### I/O pins on the die edge, run 1

(3 px per um) Pins as bars across the die edge, other pins in grey.
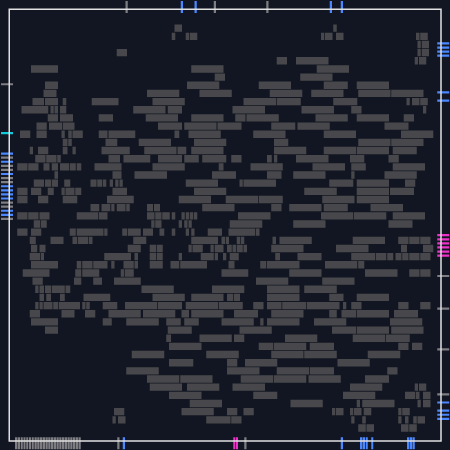
### Placed standard cells, run 1

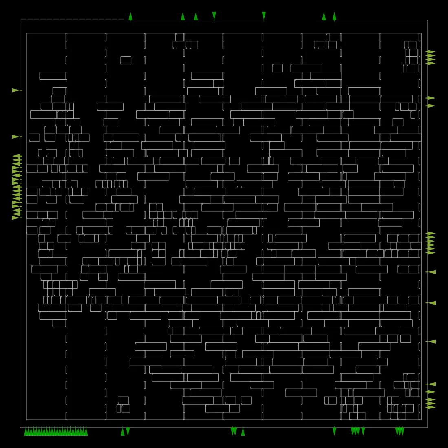
### I/O nets highlighted, run 1

(2 px per um)
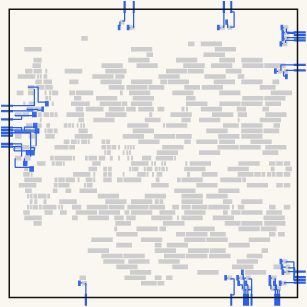
### Wiring by layer, run 1

(2 px per um) Only two layers are drawn.
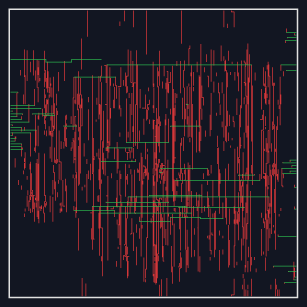
`config.mk`:
```
export PLATFORM = sky130hd
export DESIGN_NAME = uart_tx_ctrl
export DESIGN_NICKNAME = d
export VERILOG_FILES = /design/src/rtl/uart_tx_ctrl.sv
export SDC_FILE = /design/constraint.sdc
export NUM_CORES = 1
export LEC_CHECK = 0
export CAP_MARGIN = 10
export CORE_MARGIN = 2
export CORE_UTILIZATION = 33
export CTS_BUF_LIST = sky130_fd_sc_hd__clkbuf_8
export DETAILED_ROUTE_END_ITERATION = 10
export GPL_TIMING_DRIVEN = 0
export PLACE_DENSITY = 0.49
export SLEW_MARGIN = 10
export SYNTH_ARGS = -nofsm -noshare
export SYNTH_HDL_FRONTEND = slang
export SYNTH_SLANG_ARGS = --single-unit
```
`constraint.sdc`:
```
create_clock -name clk -period 6.49 [get_ports clk]
set_input_delay 1.298 -clock clk [delete_from_list [all_inputs] [get_ports clk]]
set_output_delay 1.298 -clock clk [all_outputs]
set_load 0.03 [all_outputs]
```
`src/rtl/uart_tx_ctrl.sv`:
```
// Memory-mapped UART transmit controller: CPU stores go into a byte FIFO that a
// small sequencer drains into the transmitter over its write_en/data/busy handshake.
module uart_tx_ctrl #(
    parameter int FIFO_DEPTH = 16,
    parameter int CNT_W      = $clog2(FIFO_DEPTH) + 1
) (
    input  logic        clk,
    input  logic        rst,
    input  logic        bus_we,
    input  logic        bus_re,
    input  logic [3:0]  bus_addr,
    input  logic [31:0] bus_wdata,
    output logic [31:0] bus_rdata,
    output logic        tx_write_en,
    output logic [7:0]  tx_data,
    input  logic        tx_busy,
    output logic        irq
);

    localparam int PTR_W = $clog2(FIFO_DEPTH);

    typedef enum logic [1:0] {
        IDLE,
        LOAD,
        WAIT_START,
        WAIT_DONE
    } state_t;

    state_t             r_state;
    state_t             w_nextState;

    logic [7:0]         r_mem [FIFO_DEPTH];
    logic [PTR_W-1:0]   r_rdPtr;
    logic [PTR_W-1:0]   r_wrPtr;
    logic [CNT_W-1:0]   r_count;
    logic               r_enable;
    logic               r_irqEn;
    logic               r_overflow;
    logic               r_irq;

    logic               w_full;
    logic               w_empty;
    logic               w_active;
    logic               w_txWrite;
    logic               w_push;
    logic               w_overflow;
    logic               w_pop;
    logic               w_statusWrite;
    logic               w_ctrlWrite;
    logic               w_flush;
    logic [31:0]        w_status;
    logic               w_unused;

    assign w_full        = (r_count == CNT_W'(FIFO_DEPTH));
    assign w_empty       = (r_count == '0);
    assign w_active      = (r_state != IDLE) || tx_busy;

    // Fullness is judged on the pre-edge count, so a push while full is lost even if LOAD pops.
    assign w_txWrite     = bus_we && (bus_addr == 4'h0);
    assign w_push        = w_txWrite && !w_full;
    assign w_overflow    = w_txWrite && w_full;
    assign w_pop         = (r_state == LOAD);
    assign w_statusWrite = bus_we && (bus_addr == 4'h4);
    assign w_ctrlWrite   = bus_we && (bus_addr == 4'h8);
    assign w_flush       = w_ctrlWrite && bus_wdata[1];

    assign w_unused      = &{1'b0, bus_wdata[31:8]};

    always_ff @(posedge clk) begin
        if (w_push) begin
            r_mem[r_wrPtr] <= bus_wdata[7:0];
        end
    end

    always_ff @(posedge clk or posedge rst) begin
        if (rst) begin
            r_rdPtr <= '0;
            r_wrPtr <= '0;
            r_count <= '0;
        end else if (w_flush) begin
            r_rdPtr <= '0;
            r_wrPtr <= '0;
            r_count <= '0;
        end else begin
            if (w_push) begin
                r_wrPtr <= r_wrPtr + PTR_W'(1);
            end
            if (w_pop) begin
                r_rdPtr <= r_rdPtr + PTR_W'(1);
            end
            if (w_push && !w_pop) begin
                r_count <= r_count + CNT_W'(1);
            end else if (w_pop && !w_push) begin
                r_count <= r_count - CNT_W'(1);
            end
        end
    end

    always_ff @(posedge clk or posedge rst) begin
        if (rst) begin
            r_enable   <= 1'b1;
            r_irqEn    <= 1'b0;
            r_overflow <= 1'b0;
            r_irq      <= 1'b0;
        end else begin
            if (w_ctrlWrite) begin
                r_enable <= bus_wdata[0];
                r_irqEn  <= bus_wdata[2];
            end
            // A fresh overflow beats a simultaneous software clear.
            if (w_overflow) begin
                r_overflow <= 1'b1;
            end else if (w_statusWrite && bus_wdata[3]) begin
                r_overflow <= 1'b0;
            end
            r_irq <= r_irqEn && w_empty && (r_state == IDLE) && !tx_busy;
        end
    end

    always_ff @(posedge clk or posedge rst) begin
        if (rst) begin
            r_state <= IDLE;
        end else begin
            r_state <= w_nextState;
        end
    end

    always_comb begin
        w_nextState = r_state;
        case (r_state)
            IDLE:       if (r_enable && !w_empty && !tx_busy) w_nextState = LOAD;
            LOAD:       w_nextState = WAIT_START;
            WAIT_START: if (tx_busy) w_nextState = WAIT_DONE;
            WAIT_DONE:  if (!tx_busy) w_nextState = IDLE;
            default:    w_nextState = IDLE;
        endcase
    end

    assign tx_write_en = (r_state == LOAD);
    assign tx_data     = (r_state == LOAD) ? r_mem[r_rdPtr] : 8'h00;
    assign irq         = r_irq;

    always_comb begin
        w_status                = '0;
        w_status[0]             = w_full;
        w_status[1]             = w_empty;
        w_status[2]             = w_active;
        w_status[3]             = r_overflow;
        w_status[8 +: CNT_W]    = r_count;

        bus_rdata = '0;
        if (bus_re) begin
            case (bus_addr)
                4'h4:    bus_rdata = w_status;
                4'h8:    bus_rdata = {29'b0, r_irqEn, 1'b0, r_enable};
                default: bus_rdata = '0;
            endcase
        end
    end

endmodule

```
==> results.yml, run 1 <==
# implementation run metrics
run_status:
  outcome: "completed"
hold_path:
  hold_end: "r_overflow"
grt:
  grt_pass1_wl_um: 20600
  top_usage_layer: "met2"
  met3_usage: 0.03499
final_timing:
  finClkSkew_ns: 0.01691
  tightest_slew_ns: 1.009
  grt_setup_unrepaired: "no"
  period_used_share: 0.7106
  min_period_ns: 4.612
yosys:
  ys_types: 40
  ys_sh_xor: 0.01210
  synthSimpleGateAreaFrac: 0.06184
  top_cell: "edfxtp_1"
  ys_cells: 374
  synth_top_area_share: 0.5993
  async_flop_share: 0.1293
  aoi_share: 0.02321
  yosys_warnings: 0
  ff_type: "edfxtp_1"
die:
  initCoreUtil: 0.3395
  coreArea_um2: 18890
  chipArea_um2: 20570
layout:
  largest_reg_flops: 128
  seq_area_um2: 4320
  comb_area_share: 0.2536
  largestRegisters: "r_mem: 128 flops, r_count: 5 flops"
  logic_area_um2: 1908
  syn2layout_area_growth_pct: 17.32
clock_network:
  tritoncts: "done"
placement:
  dpl.hpwl_um: 8986
  place_ws_ns: 1.926
  placed_cell_area_um2: 7172
run:
  tool_warnings: 57
  cap_violations: 0
worst_setup_path:
  endpoint: "tx_data[1]"
  r2r-end: "r_count[4]"
  crit_start: "r_rdPtr[0]"
  path_max_fanout: 10
  cp_top_family: "buffers and inverters"
  rrSetupSlack_ns: 3.79
pwr:
  p_per_area_nw_per_um2: 357.7
  clk-power_uw: 634
detailed_routing:
  drc: 0
Back to the opening pictures, 'I/O pins on the die edge':
cyan -> tx_busy  # pins 1, direction input, edge west
magenta -> tx_data  # pins 8, direction output, edge 6 east, 2 south
blue -> bus_rdata  # pins 32, direction output, edge 10 east, 9 west, 9 south, 4 north
all pins by edge = 37 south, 20 east, 19 west, 7 north
input/output buffers: 35
Die H: 143.4 um
DIE WIDTH: 143.4 um

Back to the opening pictures, 'Placed standard cells':
sequential cell area share: 0.5742
Fillers: 1770

Back to the opening pictures, 'I/O nets highlighted':
blue -> bus_rdata  # bits 32, direction output, end cells 32, wire 404 um
Top Ports: 83

Back to the opening pictures, 'Wiring by layer':
green -> metal 3  # wire length 815 um
red -> metal 2  # wire length 6750 um
vias: 3323
DRT Wirelength: 13360 um
WL per Instance: 18.48 um
total track usage: 0.1404

### The metal 2 layer, run 1

(3 px per um)
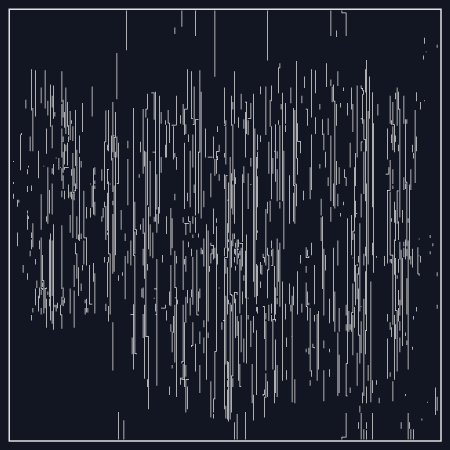

--- run 2 (diff from run 1) ---
--- a/config.mk
+++ b/config.mk
@@ -11,7 +11,7 @@
 export CTS_BUF_LIST = sky130_fd_sc_hd__clkbuf_8
 export DETAILED_ROUTE_END_ITERATION = 10
 export GPL_TIMING_DRIVEN = 0
-export PLACE_DENSITY = 0.49
+export PLACE_DENSITY = 0.51
 export SLEW_MARGIN = 10
 export SYNTH_ARGS = -nofsm -noshare
 export SYNTH_HDL_FRONTEND = slang
==> constraint.sdc (replaced) <==
create_clock -name clk -period 4.1 [get_ports clk]
set_input_delay 0.82 -clock clk [delete_from_list [all_inputs] [get_ports clk]]
set_output_delay 0.82 -clock clk [all_outputs]
set_load 0.03 [all_outputs]
### The metal 2 layer, run 2

(3 px per um)
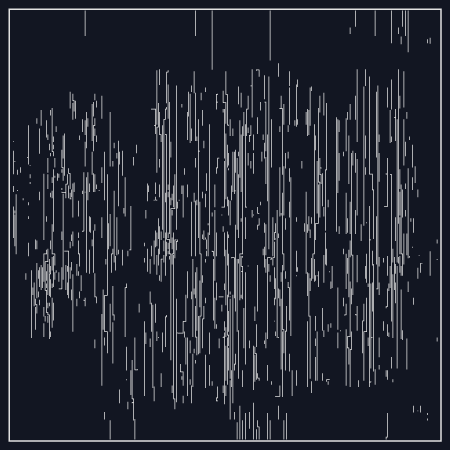
main direction = vertical
longest straight run = 67.7 um
share of all routed wire = 48%
met2 usage: 0.2223
vias: 3364
DRT Wirelength: 13290 um

### Wiring by layer, run 2

(2 px per um) Only two layers are drawn.
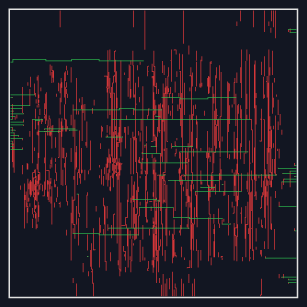
red -> metal 2  # wire length 6410 um
green -> metal 3  # wire length 740 um
WL per Instance: 18.38 um
total track usage: 0.1382

==> results.yml, run 2 <==
# implementation run metrics
hold_path:
  hp-class: "reg2reg"
  hold_end: "r_overflow"
layout:
  finalCoreUtilization: 0.4025
  fill_cells: 1754
  signal_buffers: 71
  largest_reg_flops: 128
  regMostFlops: "r_mem"
  seq_area_um2: 4320
  diodes: 0
  sh_seq_area: 0.5682
  design_area_um2: 7604
  comb_area_share: 0.2509
  drive_gt1_frac: 0.2246
  seq_cells: 147
  largestRegisters: "r_mem: 128 flops, r_count: 5 flops"
  logic_area_um2: 1908
  syn2layout_area_growth_pct: 18.55
run_status:
  outcome: "completed"
placement:
  numPortBuffers: 35
  place_ws_ns: 0.3163
  gp_congestion: 0.7822
  dpl.hpwl_um: 8741
  placed_cell_area_um2: 7172
worst_setup_path:
  endpoint: "tx_data[6]"
  crit_cells: 6
  crit_start: "r_rdPtr[1]"
  critPathRequiredTime_ns: 3.28
  path_max_fanout: 10
  crit_chain: "clkbuf_1, clkbuf_1, mux4_2, mux2i_1, o22ai_1, clkdlybuf4s50_1"
  cp_top_family: "buffers and inverters"
  critPathBufInv: 3
  end_kind: "output port"
  rrSetupSlack_ns: 1.39
  r2r-end: "r_count[4]"
yosys:
  synth-seq-cells: 147
  yosys_warnings: 0
  syn_avg_cell_area_um2: 17.15
  async_flop_share: 0.1293
  ff_type: "edfxtp_1"
  ys_types: 40
  yosys.area.top_type: "edfxtp_1"
  synth_top_area_share: 0.5993
  ys_seq_frac: 0.6736
  synthTopCellsByArea: "edfxtp_1 (60%), mux4_2 (11%), dfrtp_1 (7.0%), mux2i_1 (3.9%), buf_4 (2.7%)"
  synthSimpleGateAreaFrac: 0.06184
  ys_sh_xor: 0.01210
  ys_cells: 374
  top_cell: "edfxtp_1"
  aoi_share: 0.02321
pwr:
  peakVddDrop_mv: 0.2959
  clk-power_uw: 1160
  cellInternalPower_uw: 3001
  powerSeq_uw: 1790
  p_per_area_nw_per_um2: 585.4
final_timing:
  min_period_ns: 3.903
  tightest_slew_ns: 0.8984
  hold_ws_ns: 0.5514
  period_used_share: 0.9519
  grt_setup_unrepaired: "no"
  setup_ws_ns: 0.1971
  hold_viol_final: 0
  finClkSkew_ns: 0.01076
clock_network:
  tritoncts: "done"
  htree_num_levels: 4
  numClockSinks: 147
  cts_buffer_depth: 2
  cts_setup_buffers: 0
grt:
  grt_pass1_wl_um: 20090
  met3_usage: 0.03299
  grt_use_met1: 0.1838
  top_usage_layer: "met2"
  antenna_found_initial: 0
  overflow: 0
die:
  taps: 260
  die_h_um: 143.4
  coreArea_um2: 18890
  io_pins: 83
  initCoreUtil: 0.3395
  chipArea_um2: 20570
  fp.dieW_um: 143.4
detailed_routing:
  drt_iter0_markers: 134
  drc: 0
  first_pass_iters: 4
run:
  tool_warnings: 57
  cap_violations: 0
### I/O pins on the die edge, run 2

(3 px per um) Pins as bars across the die edge, other pins in grey.
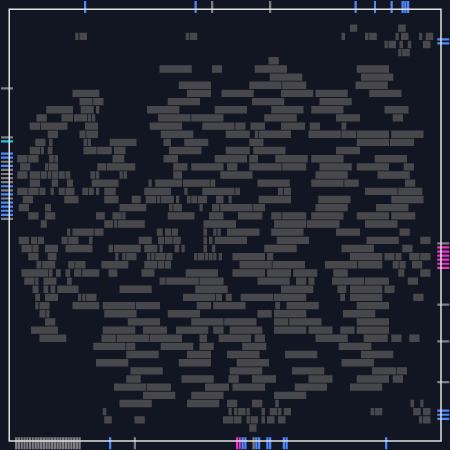
magenta -> tx_data  # pins 8, direction output, edge 6 east, 2 south
blue -> bus_rdata  # pins 32, direction output, edge 10 south, 9 west, 8 north, 5 east
cyan -> tx_busy  # pins 1, direction input, edge west
all pins by edge = 38 south, 20 west, 15 east, 10 north

--- run 3 (diff from run 2) ---
--- a/config.mk
+++ b/config.mk
@@ -5,6 +5,7 @@
 export SDC_FILE = /design/constraint.sdc
 export NUM_CORES = 1
 export LEC_CHECK = 0
+export ABC_AREA = 0
 export CAP_MARGIN = 10
 export CORE_MARGIN = 2
 export CORE_UTILIZATION = 33
@@ -12,7 +13,6 @@
 export DETAILED_ROUTE_END_ITERATION = 10
 export GPL_TIMING_DRIVEN = 0
 export PLACE_DENSITY = 0.51
-export SLEW_MARGIN = 10
 export SYNTH_ARGS = -nofsm -noshare
 export SYNTH_HDL_FRONTEND = slang
 export SYNTH_SLANG_ARGS = --single-unit
### I/O pins on the die edge, run 3

(3 px per um) Pins as bars across the die edge, other pins in grey.
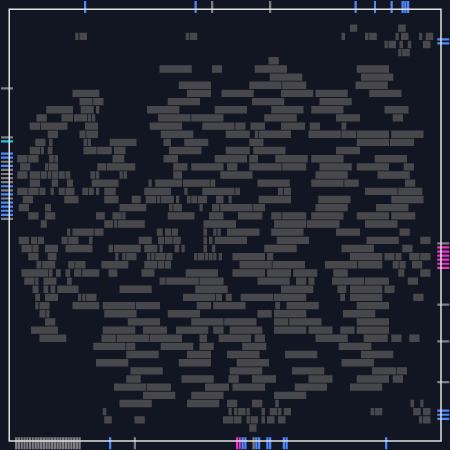
magenta -> tx_data  # pins 8, direction output, edge 6 east, 2 south
blue -> bus_rdata  # pins 32, direction output, edge 10 south, 9 west, 8 north, 5 east
cyan -> tx_busy  # pins 1, direction input, edge west

### Wiring by layer, run 3

(2 px per um) Only two layers are drawn.
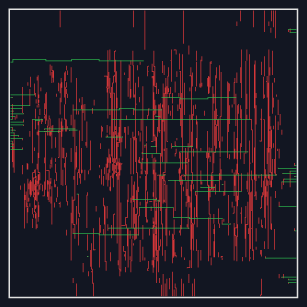
green -> metal 3  # wire length 740 um
red -> metal 2  # wire length 6410 um

==> results.yml, run 3 <==
# implementation run metrics
layout:
  comb_area_share: 0.2509
  seq_cells: 147
  syn2layout_area_growth_pct: 18.55
  drive_gt1_frac: 0.2246
  logic_area_um2: 1908
  fill_cells: 1754
yosys:
  ys_cells: 374
  ys_sh_xor: 0.01210
  syn_avg_cell_area_um2: 17.15
  yosys.area.top_type: "edfxtp_1"
  ys_types: 40
  aoi_share: 0.02321
  synthSimpleGateAreaFrac: 0.06184
pwr:
  cellInternalPower_uw: 3001
  peakVddDrop_mv: 0.2959
  powerSeq_uw: 1790
detailed_routing:
  wl_per_cell_um: 18.38
  first_pass_iters: 4
  drt-total-wl_um: 13290
worst_setup_path:
  critPathBufInv: 3
  end_kind: "output port"
  endpoint: "tx_data[6]"
  cp_top_family: "buffers and inverters"
  crit_cells: 6
die:
  fp.dieW_um: 143.4
  coreArea_um2: 18890
run_status:
  outcome: "completed"
grt:
  grt_pass1_wl_um: 20090
  grt_usage: 0.1382
  use_met2: 0.2223
  antenna_found_initial: 0
placement:
  placed_cell_area_um2: 7172
  place_ws_ns: 0.3163
  numPortBuffers: 35
  dpl.hpwl_um: 8741
final_timing:
  hold_viol_final: 0
  period_used_share: 0.9519
hold_path:
  hold_end: "r_overflow"
clock_network:
  cts_setup_buffers: 0
### The metal 2 layer, run 3

(3 px per um)
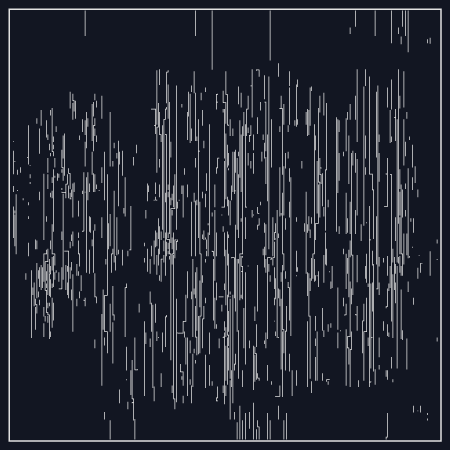
wire length on this layer = 6410 um
share of all routed wire = 48%
nets with wire on the layer = 400
longest straight run = 67.7 um
main direction = vertical

Power figures rest on the tool's default switching activity, not on a simulated workload.
